Figure 1. Metal 3.
Bar = 50 microns. Cells faint in the background.
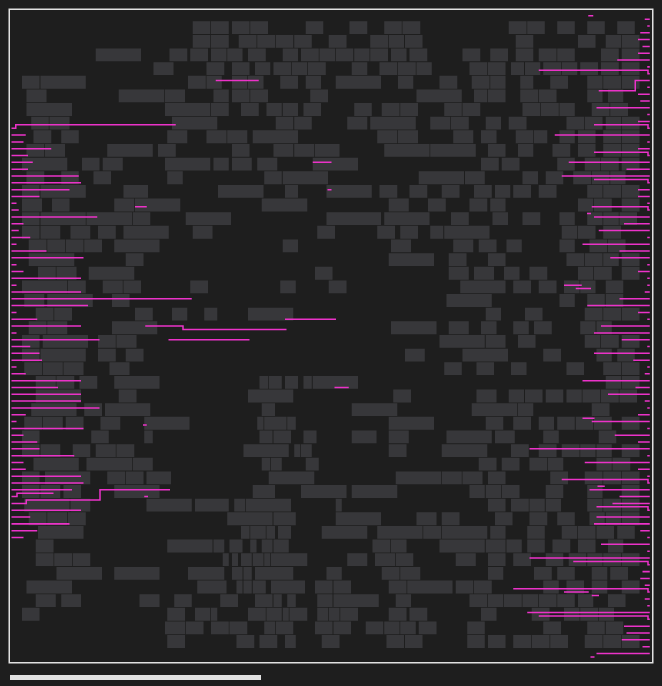
Figure 2. Clock wires, drivers and flops.
Bar = 50 microns.
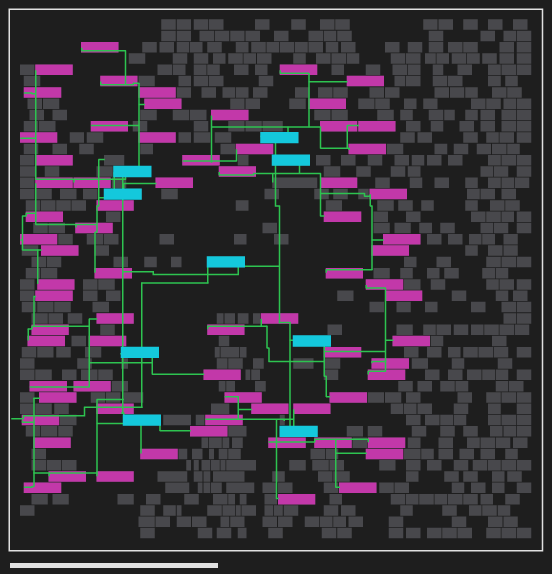
Figure 3. Congestion heat map.
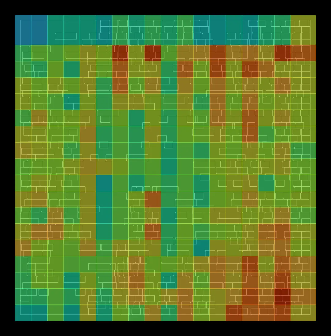
[src/rtl/cache_line_sequencer_pkg.sv]
// cache_line_sequencer_pkg
//   Shared types for the cache line sequencer slice.
//   data_word_t       : one 32-bit data array word
//   line_seq_state_t  : sequencer FSM state encoding (IDLE, REFILL, WB_READ,
//                       WB_LOAD, WB_SEND, DONE)
package cache_line_sequencer_pkg;

    typedef logic [31:0] data_word_t;

    typedef enum logic [2:0] {
        LS_IDLE    = 3'd0,
        LS_REFILL  = 3'd1,
        LS_WB_READ = 3'd2,
        LS_WB_LOAD = 3'd3,
        LS_WB_SEND = 3'd4,
        LS_DONE    = 3'd5
    } line_seq_state_t;

endpackage

[src/rtl/cache_line_sequencer_if.sv]
// cache_line_sequencer_if
//   Memory-side line streams of the sequencer: refill words coming in from
//   memory and writeback words going out to memory, each with valid/ready.
//   refill_valid/refill_data  : memory -> sequencer refill word
//   refill_ready              : sequencer -> memory, accepts refill word
//   wb_valid/wb_data/wb_last  : sequencer -> memory writeback word
//   wb_ready                  : memory -> sequencer, accepts writeback word
//   master modport = sequencer side, slave modport = memory side.
interface cache_line_sequencer_if;
    import cache_line_sequencer_pkg::*;

    logic       refill_valid;
    data_word_t refill_data;
    logic       refill_ready;
    logic       wb_valid;
    data_word_t wb_data;
    logic       wb_last;
    logic       wb_ready;

    modport master (
        input  refill_valid,
        input  refill_data,
        output refill_ready,
        output wb_valid,
        output wb_data,
        output wb_last,
        input  wb_ready
    );

    modport slave (
        output refill_valid,
        output refill_data,
        input  refill_ready,
        input  wb_valid,
        input  wb_data,
        input  wb_last,
        output wb_ready
    );

endinterface

[src/rtl/cache_line_sequencer.sv]
// cache_line_sequencer
//   Arbitrates one banked data array between single-word CPU load/store
//   accesses and whole-line refill/writeback operations.
//   clk_i, rst_i           : clock, async active-high reset
//   cpu_*                  : CPU single-word request, grant and read-valid
//   refill_start_i,
//   writeback_start_i,
//   line_address_i         : line operation start from the cache FSM
//   mem_if (master)        : refill / writeback word streams to memory
//   busy_o, done_o         : line operation status
//   block_*                : data array write/read ports and read data
//
//   state    | meaning
//   ---------+-------------------------------------------------------------
//   IDLE     | CPU may access the array; waits for a line start
//   REFILL   | writes one refill word per handshake, banks 0..N-1
//   WB_READ  | issues the array read for the current bank
//   WB_LOAD  | captures the array read data into the writeback register
//   WB_SEND  | offers the word to memory until wb_ready
//   DONE     | one-cycle completion pulse, then IDLE
module cache_line_sequencer
    import cache_line_sequencer_pkg::*;
#(
    parameter int ADDR_WIDTH   = 32,
    parameter int BANK_ADDRESS = 4
) (
    input  logic                    clk_i,
    input  logic                    rst_i,

    input  logic                    cpu_read_i,
    input  logic                    cpu_write_i,
    input  logic [ADDR_WIDTH-1:0]   cpu_address_i,
    input  logic [BANK_ADDRESS-1:0] cpu_bank_i,
    input  logic [3:0]              cpu_byte_write_i,
    input  data_word_t              cpu_data_i,
    output logic                    cpu_grant_o,
    output logic                    cpu_read_valid_o,

    input  logic                    refill_start_i,
    input  logic                    writeback_start_i,
    input  logic [ADDR_WIDTH-1:0]   line_address_i,

    cache_line_sequencer_if.master  mem_if,

    output logic                    busy_o,
    output logic                    done_o,

    output logic                    block_write_o,
    output logic [BANK_ADDRESS-1:0] block_write_bank_o,
    output logic [ADDR_WIDTH-1:0]   block_write_address_o,
    output logic [3:0]              block_byte_write_o,
    output data_word_t              block_write_data_o,
    output logic                    block_read_o,
    output logic [BANK_ADDRESS-1:0] block_read_bank_o,
    output logic [ADDR_WIDTH-1:0]   block_read_address_o,
    input  data_word_t              block_read_data_i
);

    localparam int BANK_NUMBER = 2 ** BANK_ADDRESS;
    localparam logic [BANK_ADDRESS-1:0] LAST_BANK = BANK_ADDRESS'(BANK_NUMBER - 1);

    localparam logic [2:0] ST_IDLE    = LS_IDLE;
    localparam logic [2:0] ST_REFILL  = LS_REFILL;
    localparam logic [2:0] ST_WB_READ = LS_WB_READ;
    localparam logic [2:0] ST_WB_LOAD = LS_WB_LOAD;
    localparam logic [2:0] ST_WB_SEND = LS_WB_SEND;
    localparam logic [2:0] ST_DONE    = LS_DONE;

    logic [2:0]              state_q;
    logic [2:0]              state_d;
    logic [BANK_ADDRESS-1:0] count_q;
    logic [ADDR_WIDTH-1:0]   line_q;
    data_word_t              wb_data_q;
    logic                    last_word;
    logic                    refill_fire;

    assign last_word   = (count_q == LAST_BANK);
    assign refill_fire = (state_q == ST_REFILL) && mem_if.refill_valid;

    assign mem_if.wb_data = wb_data_q;

    always_comb begin
        cpu_grant_o           = 1'b0;
        mem_if.refill_ready   = 1'b0;
        mem_if.wb_valid       = 1'b0;
        mem_if.wb_last        = 1'b0;
        busy_o                = 1'b0;
        done_o                = 1'b0;
        block_write_o         = 1'b0;
        block_write_bank_o    = '0;
        block_write_address_o = '0;
        block_byte_write_o    = 4'b0000;
        block_write_data_o    = '0;
        block_read_o          = 1'b0;
        block_read_bank_o     = '0;
        block_read_address_o  = '0;
        state_d               = state_q;

        case (state_q)
            ST_IDLE: begin
                // Grant is also held off while reset is asserted so the array
                // ports stay quiet during reset.
                cpu_grant_o = !rst_i && !refill_start_i && !writeback_start_i;
                if (cpu_grant_o) begin
                    block_write_o         = cpu_write_i;
                    block_write_bank_o    = cpu_bank_i;
                    block_write_address_o = cpu_address_i;
                    block_byte_write_o    = cpu_byte_write_i;
                    block_write_data_o    = cpu_data_i;
                    block_read_o          = cpu_read_i;
                    block_read_bank_o     = cpu_bank_i;
                    block_read_address_o  = cpu_address_i;
                end
                // Writeback wins; a refill started in the same cycle is dropped.
                if (writeback_start_i) begin
                    state_d = ST_WB_READ;
                end else if (refill_start_i) begin
                    state_d = ST_REFILL;
                end
            end
            ST_REFILL: begin
                busy_o              = 1'b1;
                mem_if.refill_ready = 1'b1;
                if (mem_if.refill_valid) begin
                    block_write_o         = 1'b1;
                    block_write_bank_o    = count_q;
                    block_write_address_o = line_q;
                    block_byte_write_o    = 4'b1111;
                    block_write_data_o    = mem_if.refill_data;
                    if (last_word) begin
                        state_d = ST_DONE;
                    end
                end
            end
            ST_WB_READ: begin
                busy_o               = 1'b1;
                block_read_o         = 1'b1;
                block_read_bank_o    = count_q;
                block_read_address_o = line_q;
                state_d              = ST_WB_LOAD;
            end
            ST_WB_LOAD: begin
                busy_o  = 1'b1;
                state_d = ST_WB_SEND;
            end
            ST_WB_SEND: begin
                busy_o          = 1'b1;
                mem_if.wb_valid = 1'b1;
                mem_if.wb_last  = last_word;
                if (mem_if.wb_ready) begin
                    state_d = last_word ? ST_DONE : ST_WB_READ;
                end
            end
            ST_DONE: begin
                done_o  = 1'b1;
                state_d = ST_IDLE;
            end
            default: begin
                state_d = ST_IDLE;
            end
        endcase
    end

    always_ff @(posedge clk_i or posedge rst_i) begin
        if (rst_i) begin
            state_q          <= ST_IDLE;
            count_q          <= '0;
            line_q           <= '0;
            wb_data_q        <= '0;
            cpu_read_valid_o <= 1'b0;
        end else begin
            state_q          <= state_d;
            cpu_read_valid_o <= cpu_grant_o && cpu_read_i;

            if (state_q == ST_IDLE && (writeback_start_i || refill_start_i)) begin
                line_q  <= line_address_i;
                count_q <= '0;
            end

            // Counter wraps to 0 after the last word; nothing reads it then.
            if (refill_fire) begin
                count_q <= count_q + BANK_ADDRESS'(1);
            end

            if (state_q == ST_WB_LOAD) begin
                wb_data_q <= block_read_data_i;
            end

            if (state_q == ST_WB_SEND && mem_if.wb_ready && !last_word) begin
                count_q <= count_q + BANK_ADDRESS'(1);
            end
        end
    end

endmodule

[src/flat_wrapper.sv]
// flat-port wrapper written by rule: the top's interface ports become plain ports
module cache_line_sequencer_flat import cache_line_sequencer_pkg::*;
#(
    parameter int ADDR_WIDTH   = 32,
    parameter int BANK_ADDRESS = 4
)
  (clk_i, rst_i, cpu_read_i, cpu_write_i, cpu_address_i, cpu_bank_i, cpu_byte_write_i, cpu_data_i, cpu_grant_o, cpu_read_valid_o, refill_start_i, writeback_start_i, line_address_i, busy_o, done_o, block_write_o, block_write_bank_o, block_write_address_o, block_byte_write_o, block_write_data_o, block_read_o, block_read_bank_o, block_read_address_o, block_read_data_i, mem_if_refill_valid, mem_if_refill_data, mem_if_refill_ready, mem_if_wb_valid, mem_if_wb_data, mem_if_wb_last, mem_if_wb_ready);
  cache_line_sequencer_if mem_if_i ();
  input  logic clk_i;
  input  logic rst_i;
  input  logic cpu_read_i;
  input  logic cpu_write_i;
  input  logic [ADDR_WIDTH-1:0] cpu_address_i;
  input  logic [BANK_ADDRESS-1:0] cpu_bank_i;
  input  logic [3:0] cpu_byte_write_i;
  input  data_word_t cpu_data_i;
  output logic cpu_grant_o;
  output logic cpu_read_valid_o;
  input  logic refill_start_i;
  input  logic writeback_start_i;
  input  logic [ADDR_WIDTH-1:0] line_address_i;
  output logic busy_o;
  output logic done_o;
  output logic block_write_o;
  output logic [BANK_ADDRESS-1:0] block_write_bank_o;
  output logic [ADDR_WIDTH-1:0] block_write_address_o;
  output logic [3:0] block_byte_write_o;
  output data_word_t block_write_data_o;
  output logic block_read_o;
  output logic [BANK_ADDRESS-1:0] block_read_bank_o;
  output logic [ADDR_WIDTH-1:0] block_read_address_o;
  input  data_word_t block_read_data_i;
  input wire logic [$bits(mem_if_i.refill_valid)-1:0] mem_if_refill_valid;
  input wire logic [$bits(mem_if_i.refill_data)-1:0] mem_if_refill_data;
  output wire logic [$bits(mem_if_i.refill_ready)-1:0] mem_if_refill_ready;
  output wire logic [$bits(mem_if_i.wb_valid)-1:0] mem_if_wb_valid;
  output wire logic [$bits(mem_if_i.wb_data)-1:0] mem_if_wb_data;
  output wire logic [$bits(mem_if_i.wb_last)-1:0] mem_if_wb_last;
  input wire logic [$bits(mem_if_i.wb_ready)-1:0] mem_if_wb_ready;
  assign mem_if_i.refill_valid = mem_if_refill_valid;
  assign mem_if_i.refill_data = mem_if_refill_data;
  assign mem_if_refill_ready = mem_if_i.refill_ready;
  assign mem_if_wb_valid = mem_if_i.wb_valid;
  assign mem_if_wb_data = mem_if_i.wb_data;
  assign mem_if_wb_last = mem_if_i.wb_last;
  assign mem_if_i.wb_ready = mem_if_wb_ready;
  cache_line_sequencer #(.ADDR_WIDTH(ADDR_WIDTH), .BANK_ADDRESS(BANK_ADDRESS)) u_core (.clk_i(clk_i), .rst_i(rst_i), .cpu_read_i(cpu_read_i), .cpu_write_i(cpu_write_i), .cpu_address_i(cpu_address_i), .cpu_bank_i(cpu_bank_i), .cpu_byte_write_i(cpu_byte_write_i), .cpu_data_i(cpu_data_i), .cpu_grant_o(cpu_grant_o), .cpu_read_valid_o(cpu_read_valid_o), .refill_start_i(refill_start_i), .writeback_start_i(writeback_start_i), .line_address_i(line_address_i), .mem_if(mem_if_i), .busy_o(busy_o), .done_o(done_o), .block_write_o(block_write_o), .block_write_bank_o(block_write_bank_o), .block_write_address_o(block_write_address_o), .block_byte_write_o(block_byte_write_o), .block_write_data_o(block_write_data_o), .block_read_o(block_read_o), .block_read_bank_o(block_read_bank_o), .block_read_address_o(block_read_address_o), .block_read_data_i(block_read_data_i));
endmodule
[config.mk]
export PLATFORM = sky130hd
export DESIGN_NAME = cache_line_sequencer_flat
export DESIGN_NICKNAME = d
export VERILOG_FILES = /design/src/rtl/cache_line_sequencer_pkg.sv /design/src/rtl/cache_line_sequencer_if.sv /design/src/rtl/cache_line_sequencer.sv /design/src/flat_wrapper.sv
export SDC_FILE = /design/constraint.sdc
export NUM_CORES = 1
export LEC_CHECK = 0
export ABC_CLOCK_PERIOD_IN_PS = 4750
export CAP_MARGIN = 20
export CORE_AREA = 2 2 126 128
export DETAILED_ROUTE_END_ITERATION = 12
export DIE_AREA = 0 0 128 130
export PLACE_DENSITY = 0.64
export SETUP_SLACK_MARGIN = 0.05
export SYNTH_ARGS = -nofsm -noshare
export SYNTH_HDL_FRONTEND = slang
export SYNTH_SLANG_ARGS = --single-unit
export TNS_END_PERCENT = 5
[constraint.sdc]
create_clock -name clk_i -period 4.75 [get_ports clk_i]
set_clock_uncertainty 0.05 [all_clocks]
set_input_delay 0.95 -clock clk_i [delete_from_list [all_inputs] [get_ports clk_i]]
set_output_delay 0.95 -clock clk_i [all_outputs]
set_load 0.03 [all_outputs]
==> ci_impl_report.md <==
## Implementation flow summary

| Metric | Value |
|---|---|
| Number of standard cells reported by yosys | 328 |
| Crit end category | output pin |
| Kind of critical path | in -> out |
| CTS hold repair buffers | 0 |
| Status | completed |
| Flop Count | 72 |
| Portion of the post-synthesis area used by sequential elements | 0.449 |
| Seq cells post-synth | 72 |
| Top power consumer group | combinational logic |
| Sequential cell area | approximately 1800 sq um |
| Buffers excl. clock | ~330 |
| Launching element of the worst setup path | writeback_start_i |
| Growth of design area from synthesis to finish | 92.4% |
| Register-to-register path setup slack | 2.62 ns |
| Unrepaired setup endpoints after global routing | no |
| #MultiIn Comb | roughly 220 |
| Post-CTS Setup Repair Bufs | 0 |
| Number of hold violations in the final report | 0 |
| Power dissipated in combinational cells | roughly 0.0026 W |
| IO Port Bufs | 324 |
| Leading cell kind | non-clock buffers |
| Router iterations before antenna repair | 4 |
| Cells on Worst Hold Path | 1 |
| Crit path launch type | primary input |
| Number of top-level design ports | 325 |
| Peak clock frequency supported by timing | 0.220 GHz |
| Hold Crit Class | reg -> reg |
| Count of unique library cells instantiated by Yosys | 40 |
| Number of buffers inserted during clock tree synthesis | 9 |
| Total wirelength of the detailed-routed design | 16.1 mm |
| Total grt overflow | 0 |
| Combinational share of power | 0.574 |
| Data buffer area share | 0.428 |
| Clk sinks | slightly above 70 |
| Non-Filler Cell Area, Final | about 7700 sq um |
| # Max-Cap Violations | 0 |
| Power density over cell area | 577 nW/um^2 |
| CTS max path bufs | 2 |
| Sum of internal, switching and leakage power | 0.00445 W |
## Picture notes: Figure 1
share of all routed wire: 7.5%
longest straight run: 35.6 microns
main direction: horizontal
nets with wire on the layer: 162

## Picture notes: Figure 2
legend:
  green:
    item: clock wires
    length: 1090 microns
  cyan:
    item: clock drivers
    count: 9
  magenta:
    item: flip-flops
    count: 72
routed clock nets: 10
flops lie: widely spread
fraction of power consumed by the clock network: 0.161
clk pwr: 0.000715 W
insertion delay of the later-clocked pin in the worst-skew pair: 0.33 ns

## Picture notes: Figure 3
routing usage on met3: 0.0525
global routing's busiest layer: met2

==> kinds of logic after synthesis <==
group | share of synthesized area
AND-OR/OR-AND | 0.257
multiplexers | 0.182
flip-flops | 0.449
buffers and inverters | 0.0487
adder cells (fa/ha/maj) | 0.00312
XOR/XNOR | 0.00218
AND/OR/NAND/NOR | 0.0574
==> worst max-delay path: cells and delay by family <==
family          cells  cell delay, ns
compound gates      1            0.23
buf+inv             3            1.54
simple gates        2            0.67
==> registers in the layout, indices dropped and copies added, names as in the netlist <==
| signal | flops |
|---|---|
| u_core.count_q | 4 |
| u_core.cpu_read_valid_o | 1 |
| u_core.mem_if.wb_data | 32 |
| u_core.state_q | 3 |
| u_core.line_q | 32 |
Power is estimated from default activity; no workload was simulated.
